===== config.mk =====
export PLATFORM = sky130hd
export DESIGN_NAME = cardinal_net_iface
export DESIGN_NICKNAME = d
export VERILOG_FILES = /design/src/rtl/cardinal_nic_pkg.sv /design/src/rtl/nic_channel_buf.sv /design/src/rtl/cardinal_net_iface.sv
export SDC_FILE = /design/constraint.sdc
export NUM_CORES = 1
export LEC_CHECK = 0
export ABC_CLOCK_PERIOD_IN_PS = 1400
export CAP_MARGIN = 10
export CORE_ASPECT_RATIO = 0.8
export CORE_MARGIN = 2
export CORE_UTILIZATION = 39
export CTS_CLUSTER_DIAMETER = 30
export DETAILED_ROUTE_END_ITERATION = 8
export GPL_TIMING_DRIVEN = 0
export PLACE_DENSITY_LB_ADDON = 0.1
export SKIP_LAST_GASP = 1
export SLEW_MARGIN = 20
export SYNTH_ARGS = -nofsm -noshare
export SYNTH_HDL_FRONTEND = slang
export SYNTH_SLANG_ARGS = --single-unit

===== constraint.sdc =====
create_clock -name clk -period 1.4 [get_ports clk]
set_clock_uncertainty 0.1 [all_clocks]
set_input_delay 0.21 -clock clk [delete_from_list [all_inputs] [get_ports clk]]
set_output_delay 0.21 -clock clk [all_outputs]
set_load 0.01 [all_outputs]

===== src/rtl/cardinal_nic_pkg.sv =====
// Shared constants for the Cardinal CMP node NIC: register map, packet width
// and the position of the virtual-channel bit inside a packet.
package cardinal_nic_pkg;
  localparam int PKT_W  = 64;
  localparam int VC_BIT = 0;

  localparam logic [1:0] NIC_IN_BUF   = 2'b00;
  localparam logic [1:0] NIC_IN_STAT  = 2'b01;
  localparam logic [1:0] NIC_OUT_BUF  = 2'b10;
  localparam logic [1:0] NIC_OUT_STAT = 2'b11;
endpackage


===== src/rtl/nic_channel_buf.sv =====
// One-entry channel buffer. Callers only load when empty and clear when full,
// so load and clear never overlap; clearing keeps the data (stale reads allowed).
module nic_channel_buf #(
  parameter int W = 64
) (
  input  logic         clk,
  input  logic         reset,
  input  logic         load_i,
  input  logic         clr_i,
  input  logic [0:W-1] d_i,
  output logic         full_o,
  output logic [0:W-1] q_o
);
  logic [0:W-1] data_q, data_d;
  logic         full_q, full_d;

  always_comb begin
    data_d = data_q;
    full_d = full_q;
    if (load_i) begin
      data_d = d_i;
      full_d = 1'b1;
    end else if (clr_i) begin
      full_d = 1'b0;
    end
  end

  always_ff @(posedge clk) begin
    if (reset) begin
      data_q <= '0;
      full_q <= 1'b0;
    end else begin
      data_q <= data_d;
      full_q <= full_d;
    end
  end

  assign full_o = full_q;
  assign q_o    = data_q;
endmodule


===== src/rtl/cardinal_net_iface.sv =====
// Network-side NIC responder: decodes CPU register accesses and moves 64-bit
// packets between the router port and one-entry input/output buffers.
module cardinal_net_iface
  import cardinal_nic_pkg::*;
#(
  parameter int DATA_WIDTH = PKT_W,
  parameter int ADDR_WIDTH = 2
) (
  input  logic                  clk,
  input  logic                  reset,
  input  logic [0:ADDR_WIDTH-1] addr,
  input  logic [0:DATA_WIDTH-1] d_in,
  output logic [0:DATA_WIDTH-1] d_out,
  input  logic                  nicEn,
  input  logic                  nicWrEn,
  input  logic                  net_si,
  output logic                  net_ri,
  input  logic [0:DATA_WIDTH-1] net_di,
  output logic                  net_so,
  input  logic                  net_ro,
  output logic [0:DATA_WIDTH-1] net_do,
  input  logic                  net_polarity
);
  logic                  rd, wr;
  logic                  in_full, out_full;
  logic                  in_load, in_clr, out_load;
  logic [0:DATA_WIDTH-1] in_buf, out_buf;

  assign rd = nicEn & ~nicWrEn;
  assign wr = nicEn & nicWrEn;

  // All decisions below look only at pre-edge flags, so a write racing a send
  // sees out_full=1 and is dropped.
  assign net_ri   = ~in_full & ~reset;
  assign in_load  = net_si & net_ri;
  assign in_clr   = rd & (addr == NIC_IN_BUF) & in_full;
  assign out_load = wr & (addr == NIC_OUT_BUF) & ~out_full;
  assign net_so   = out_full & net_ro & (out_buf[VC_BIT] == net_polarity) & ~reset;
  assign net_do   = reset ? '0 : out_buf;

  nic_channel_buf #(.W(DATA_WIDTH)) u_in_buf (
    .clk    (clk),
    .reset  (reset),
    .load_i (in_load),
    .clr_i  (in_clr),
    .d_i    (net_di),
    .full_o (in_full),
    .q_o    (in_buf)
  );

  nic_channel_buf #(.W(DATA_WIDTH)) u_out_buf (
    .clk    (clk),
    .reset  (reset),
    .load_i (out_load),
    .clr_i  (net_so),
    .d_i    (d_in),
    .full_o (out_full),
    .q_o    (out_buf)
  );

  // Status flags sit in bit DATA_WIDTH-1 (the LSB of the big-endian word).
  always_comb begin
    d_out = '0;
    if (rd && !reset) begin
      case (addr)
        NIC_IN_BUF:   d_out = in_buf;
        NIC_IN_STAT:  d_out = {{(DATA_WIDTH-1){1'b0}}, in_full};
        NIC_OUT_BUF:  d_out = out_buf;
        NIC_OUT_STAT: d_out = {{(DATA_WIDTH-1){1'b0}}, out_full};
        default:      d_out = '0;
      endcase
    end
  end
endmodule


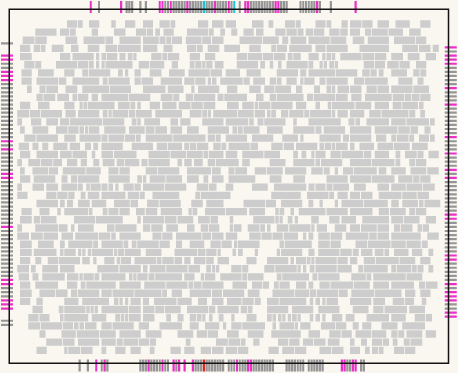
Run 1: pin placement
Scale: 3 px per µm. Pins as bars across the die edge, other pins in grey.
magenta -> d_in  # pins 64, direction input, edge 20 right, 15 bottom, 15 left, 14 top
cyan -> addr  # pins 2, direction input, edge top
red -> net_ri  # pins 1, direction output, edge bottom
all pins by edge = 71 bottom, 67 right, 66 left, 63 top
port bufs: 266
Die W: 146 µm
die y size: 118 µm

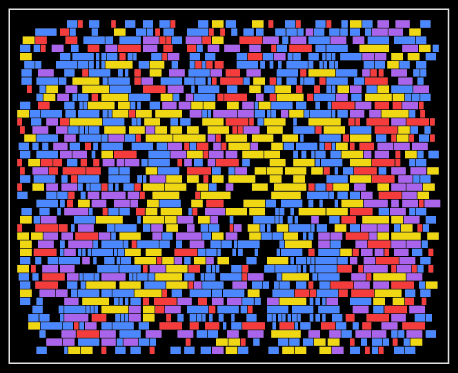
Run 1: drive-strength map
Scale: 3 px per µm.
purple -> drive 3 to 4  # cells 189, share 18%, most used mux2_4
yellow -> drive 6 and up  # cells 180, share 17%, most used buf_6
blue -> drive 1 or less  # cells 511, share 48%, most used clkdlybuf4s50_1
red -> drive 2  # cells 193, share 18%, most used buf_2
Setup WS post-layout: -420 ps
Final Cell Area: 12,300 µm²
Area growth syn-to-layout: 95.3%

==> results_slide.txt, run 1 <==
Key Metrics from the Run

Status
  • Outcome: finished with violations
  • Failing checks: setup timing

Cells and area
  • Clk tree area frac: 0.0537
  • Share of cells above drive strength 1: 0.524
  • Multi-input combinational area share: 0.371
  • Top class by area: combinational gates
  • Sequential cell area: 2660 µm²
  • Diodes inserted: 0
  • Signal buffers: 387
  • Flops: 130

GRT
  • First-pass GRT wire length: 35,000 µm
  • GRT Util Overall: 0.261
  • Vias in the first global route: 6,182

Place
  • Placed insts: 1,192
  • Hpwl dp: 14,500 µm
  • GPL Wtd Cong: 0.771

CTS
  • CTS Buf Count: 17
  • Root Driver: clkbuf_16
  • CTS tree: built
  • Worst-path clk slew: 60 ps

Timing
  • Unrepaired setup endpoints after global routing: true
  • Setup WS post-layout: -420 ps
  • Sum Neg Setup Slack: -52,330 ps
  • Rel. slew slack: 0.656
  • Setup Viol. Count Final: 205
  • Period utilisation layout: 1.30

Run
  • Max Cap Violations: 0

Synth
  • Main area contributors: dfxtp_1 41%, nor2b_1 11%, mux2i_1 10%
  • Yosys cell count: 711
  • Syn Area/Cell: 8.84 µm²
  • Top cell area share: 0.414
  • Yosys stat chip area: 6280 µm²
  • Ys flops: 130

Worst setup path
  • Cell breakdown of the critical path: mux4_2, nor3b_1, buf_2
  • Slowest-stage cell, CP: mux4_2
  • Worst setup SP type: flop
  • Max Fanout on Critical Path: 2

Power
  • Peak supply drop: 0.838 mV
  • Sw frac: 0.245

Routing
  • First-pass iteration count of the detailed router: 4
  • Residual DRC: 0

Worst hold path
  • Hold Path Cell Cnt: 3
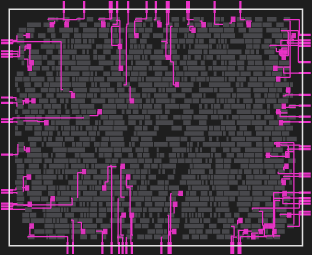
Run 1: port wiring
Scale: 2 px per µm.
magenta -> d_in  # direction input, end cells 64, buffers 64, wire 1,440 µm
Ports: 267

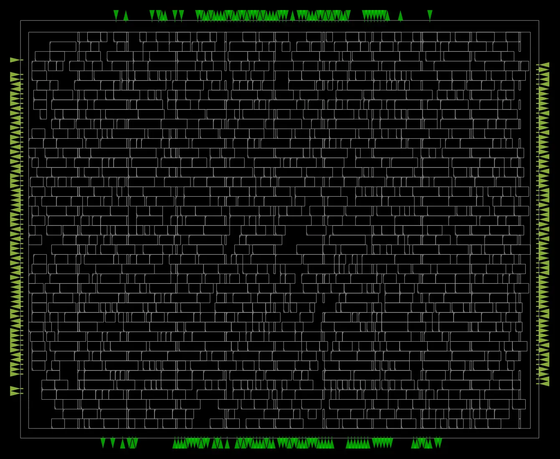
Run 1: placed standard cells
Layout Cells excl Fill: 1,288
n_taps: 215
post-layout util: 0.779
# rows: 41
Fill cells: 1,072

==> run 1: metrics by stage <==
step	total power [mW]	setup WS [ps]	utilization	instance area [µm²]
2_1_floorplan	4.66	-22.5	-	6440
3_3_place_gp	5.29	-1290	0.595	9370
3_5_place_dp	5.30	-1240	0.595	9370
4_1_cts	10.6	-403	0.710	11200
5_1_grt	11.2	-458	0.779	12300
6_report	10.9	-420	0.779	12300
==> run 1: routing by layer <==
metal,track usage,vias to the layer above
li1,-,3048
met3,0.0767,31
met5,0,-
met2,0.425,211
met4,0.0735,0
met1,0.338,3029
==> run 1: critical path: cells and delay by family, from the launching register on <==
kind / cells / cell delay (ps)
mux: 1 / 450
simple gates: 1 / 150
buf+inv: 1 / 160
flops: 1 / 320
==> run 1: cell usage in the layout, fill, tap and decap left out, drive strengths merged <==
cell	Yosys	routed
mux2i	63	63
dfxtp	130	130
and2b	13	13
and4	1	1
o21ai	64	64
o311ai	1	1
mux2	64	64
xnor2	1	1
bufinv	0	5
clkbuf	12	35
nor2b	115	115
clkinv	0	3
nor2	65	65
nand2b	2	2
or3	1	1
o21a	1	1
inv	1	1
nor3b	2	2
clkdlybuf4s15	0	1
clkinvlp	0	4
clkdlybuf4s50	0	131
a21boi	1	1
buf	44	239
nand4b	1	1
mux4	1	1
nand2	128	128
==> run 1: sequential cells by signal, indices dropped and copies added, names as in the netlist <==
register,cells
u_in_buf.full_o,1
u_out_buf.full_o,1
u_in_buf.q_o,64
u_out_buf.q_o,64
==> run 1: timing repair <==
action                     CTS  global route
pin swaps                   47            45
cloned                      20             7
resized                    816           308
hold buffers                 0             0
setup endpoints to repair  260           227
setup buffers               30            22
Run 1, gate-type map:
Scale: 3 px per µm.
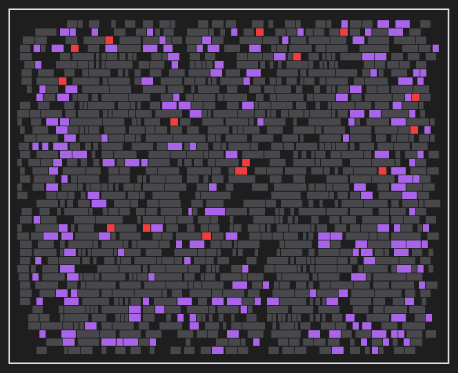

--- run 2 (diff from run 1) ---
--- a/config.mk
+++ b/config.mk
@@ -5,11 +5,11 @@
 export SDC_FILE = /design/constraint.sdc
 export NUM_CORES = 1
 export LEC_CHECK = 0
-export ABC_CLOCK_PERIOD_IN_PS = 1400
+export ABC_CLOCK_PERIOD_IN_PS = 2090
 export CAP_MARGIN = 10
-export CORE_ASPECT_RATIO = 0.8
+export CORE_ASPECT_RATIO = 1.1
 export CORE_MARGIN = 2
-export CORE_UTILIZATION = 39
+export CORE_UTILIZATION = 43
 export CTS_CLUSTER_DIAMETER = 30
 export DETAILED_ROUTE_END_ITERATION = 8
 export GPL_TIMING_DRIVEN = 0
@@ -19,3 +19,4 @@
 export SYNTH_ARGS = -nofsm -noshare
 export SYNTH_HDL_FRONTEND = slang
 export SYNTH_SLANG_ARGS = --single-unit
+export TNS_END_PERCENT = 5
==> constraint.sdc (replaced) <==
create_clock -name clk -period 2.09 [get_ports clk]
set_clock_uncertainty 0.1 [all_clocks]
set_input_delay 0.3135 -clock clk [delete_from_list [all_inputs] [get_ports clk]]
set_output_delay 0.3135 -clock clk [all_outputs]
set_load 0.01 [all_outputs]
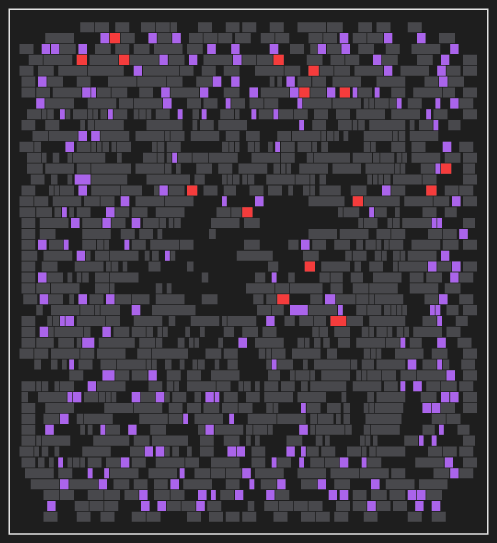
Run 2: gate-type map
Scale: 4 px per µm.
red -> AND and OR gates  # cells 15, most used and2b_1
purple -> NOR gates  # cells 182, most used nor2b_1, where all over the die
Layout Cells excl Fill: 1,205
most instantiated logic cell after routing: clkdlybuf4s50_1
multi-input combinational area share: 0.342

==> run 2 against run 1 <==
Against the previous run: the run still ends with setup timing left; critical path type is now input pin to output pin; combinational power shrank 56%; first-iteration DRC count down 1.7%; non-clock buffer count decreased by 61; cell count is 6.4% lower; critical endpoint is now net_do[1].
==> results_slide.txt, run 2 <==
Key Metrics from the Run

CTS
  • Root Driver: clkbuf_16
  • CTS Buf Count: 17
  • CTS tree: built
  • Worst-path clk slew: 50 ps
  • Cts hold-fix bufs: 0

Timing
  • Sum Neg Setup Slack: -4080 ps
  • Setup WS post-layout: -96.7 ps
  • Rel. slew slack: 0.655
  • Period utilisation layout: 1.05
  • Setup Viol. Count Final: 83

Worst setup path
  • Cell breakdown of the critical path: clkdlybuf4s15_2, buf_4, clkbuf_4, nor2b_1, clkdlybuf4s50_1
  • Max Fanout on Critical Path: 10
  • Critical path buffer and inverter count: 4
  • Delay-heaviest family, CP: buffers and inverters

Floorplan
  • Die W: 119 µm
  • Ports: 267

Status
  • Outcome: finished with violations
  • Failing checks: setup timing

Synth
  • Syn Area/Cell: 8.84 µm²
  • Yosys cell count: 711
  • Ys flops: 130
  • Main area contributors: dfxtp_1 41%, nor2b_1 11%, mux2i_1 10%

Routing
  • Residual DRC: 0

GRT
  • First-pass GRT wire length: 30,000 µm
  • Vias in the first global route: 5,786

Run
  • Max Cap Violations: 0
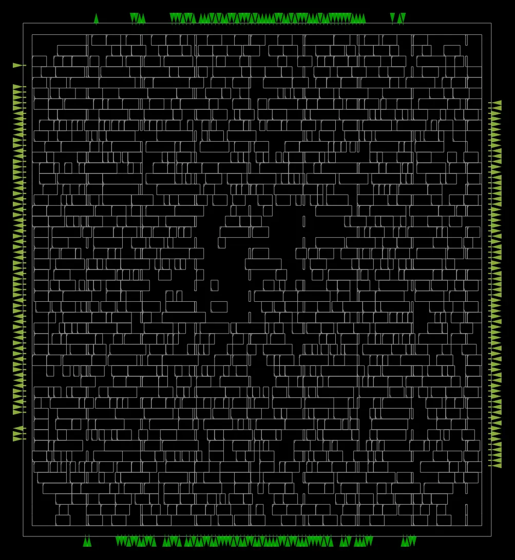
Run 2: placed standard cells
flop share of the area: 0.264
n_taps: 192
# rows: 46

==> run 2: report_power, final <==
| part | total (mW) | internal (mW) | switching (mW) |
|---|---|---|---|
| clock network | 2.87 | 1.83 | 1.04 |
| logic | 0.816 | 0.474 | 0.341 |
| registers | 2.68 | 2.61 | 0.0677 |
| total | 6.36 | 4.91 | 1.45 |
==> run 2: kinds of logic after synthesis <==
| logic type | after synthesis | share of synthesized area |
|---|---|---|
| muxes | 128 | 0.219 |
| xor gates and xnor gates | 1 | 0.00139 |
| buffers and inverters | 57 | 0.0567 |
| AOI/OAI and AO/OA | 67 | 0.0548 |
| and+or+nand+nor | 328 | 0.254 |
| DFF | 130 | 0.414 |
==> run 2: cell type report <==
type	instances	area, µm²
Clock inverter	6	80.1
Buffer	56	404
Inverter	1	3.75
Sequential cell	130	2600
Tap cell	192	240
Antenna cell	2	5.00
Clock buffer	24	482
Fill cell	1175	4460
Timing Repair Buffer	270	2670
Multi-Input combinational cell	524	3380
==> run 2: final timing paths <==
check	slack [ps]	cells past startpoint	end
min reg2reg	350	2	u_in_buf.q_o[31]
max reg2reg	440	4	u_in_buf.q_o[53]
min	320	3	u_in_buf.full_o
max	-100	5	net_do[1]
==> run 2: metal layers <==
layer / GRT usage / vias up / part of all wire
met3: 0.0794 / 34 / 0.068
met4: 0.0910 / 0 / 0.026
met1: 0.301 / 2663 / 0.44
met2: 0.414 / 204 / 0.47
li1: - / 2899 / -
met5: 0 / - / 0
==> run 2: repair_timing <==
action | in CTS | in global routing
setup endpoints to repair | 130 | 122
pin swaps | 2 | 1
gates cloned | 3 | 0
setup buffers | 1 | 0
resized | 167 | 15
endpoints found under the hold margin | 0 | 0
Power figures rest on the tool's default switching activity, not on a simulated workload.
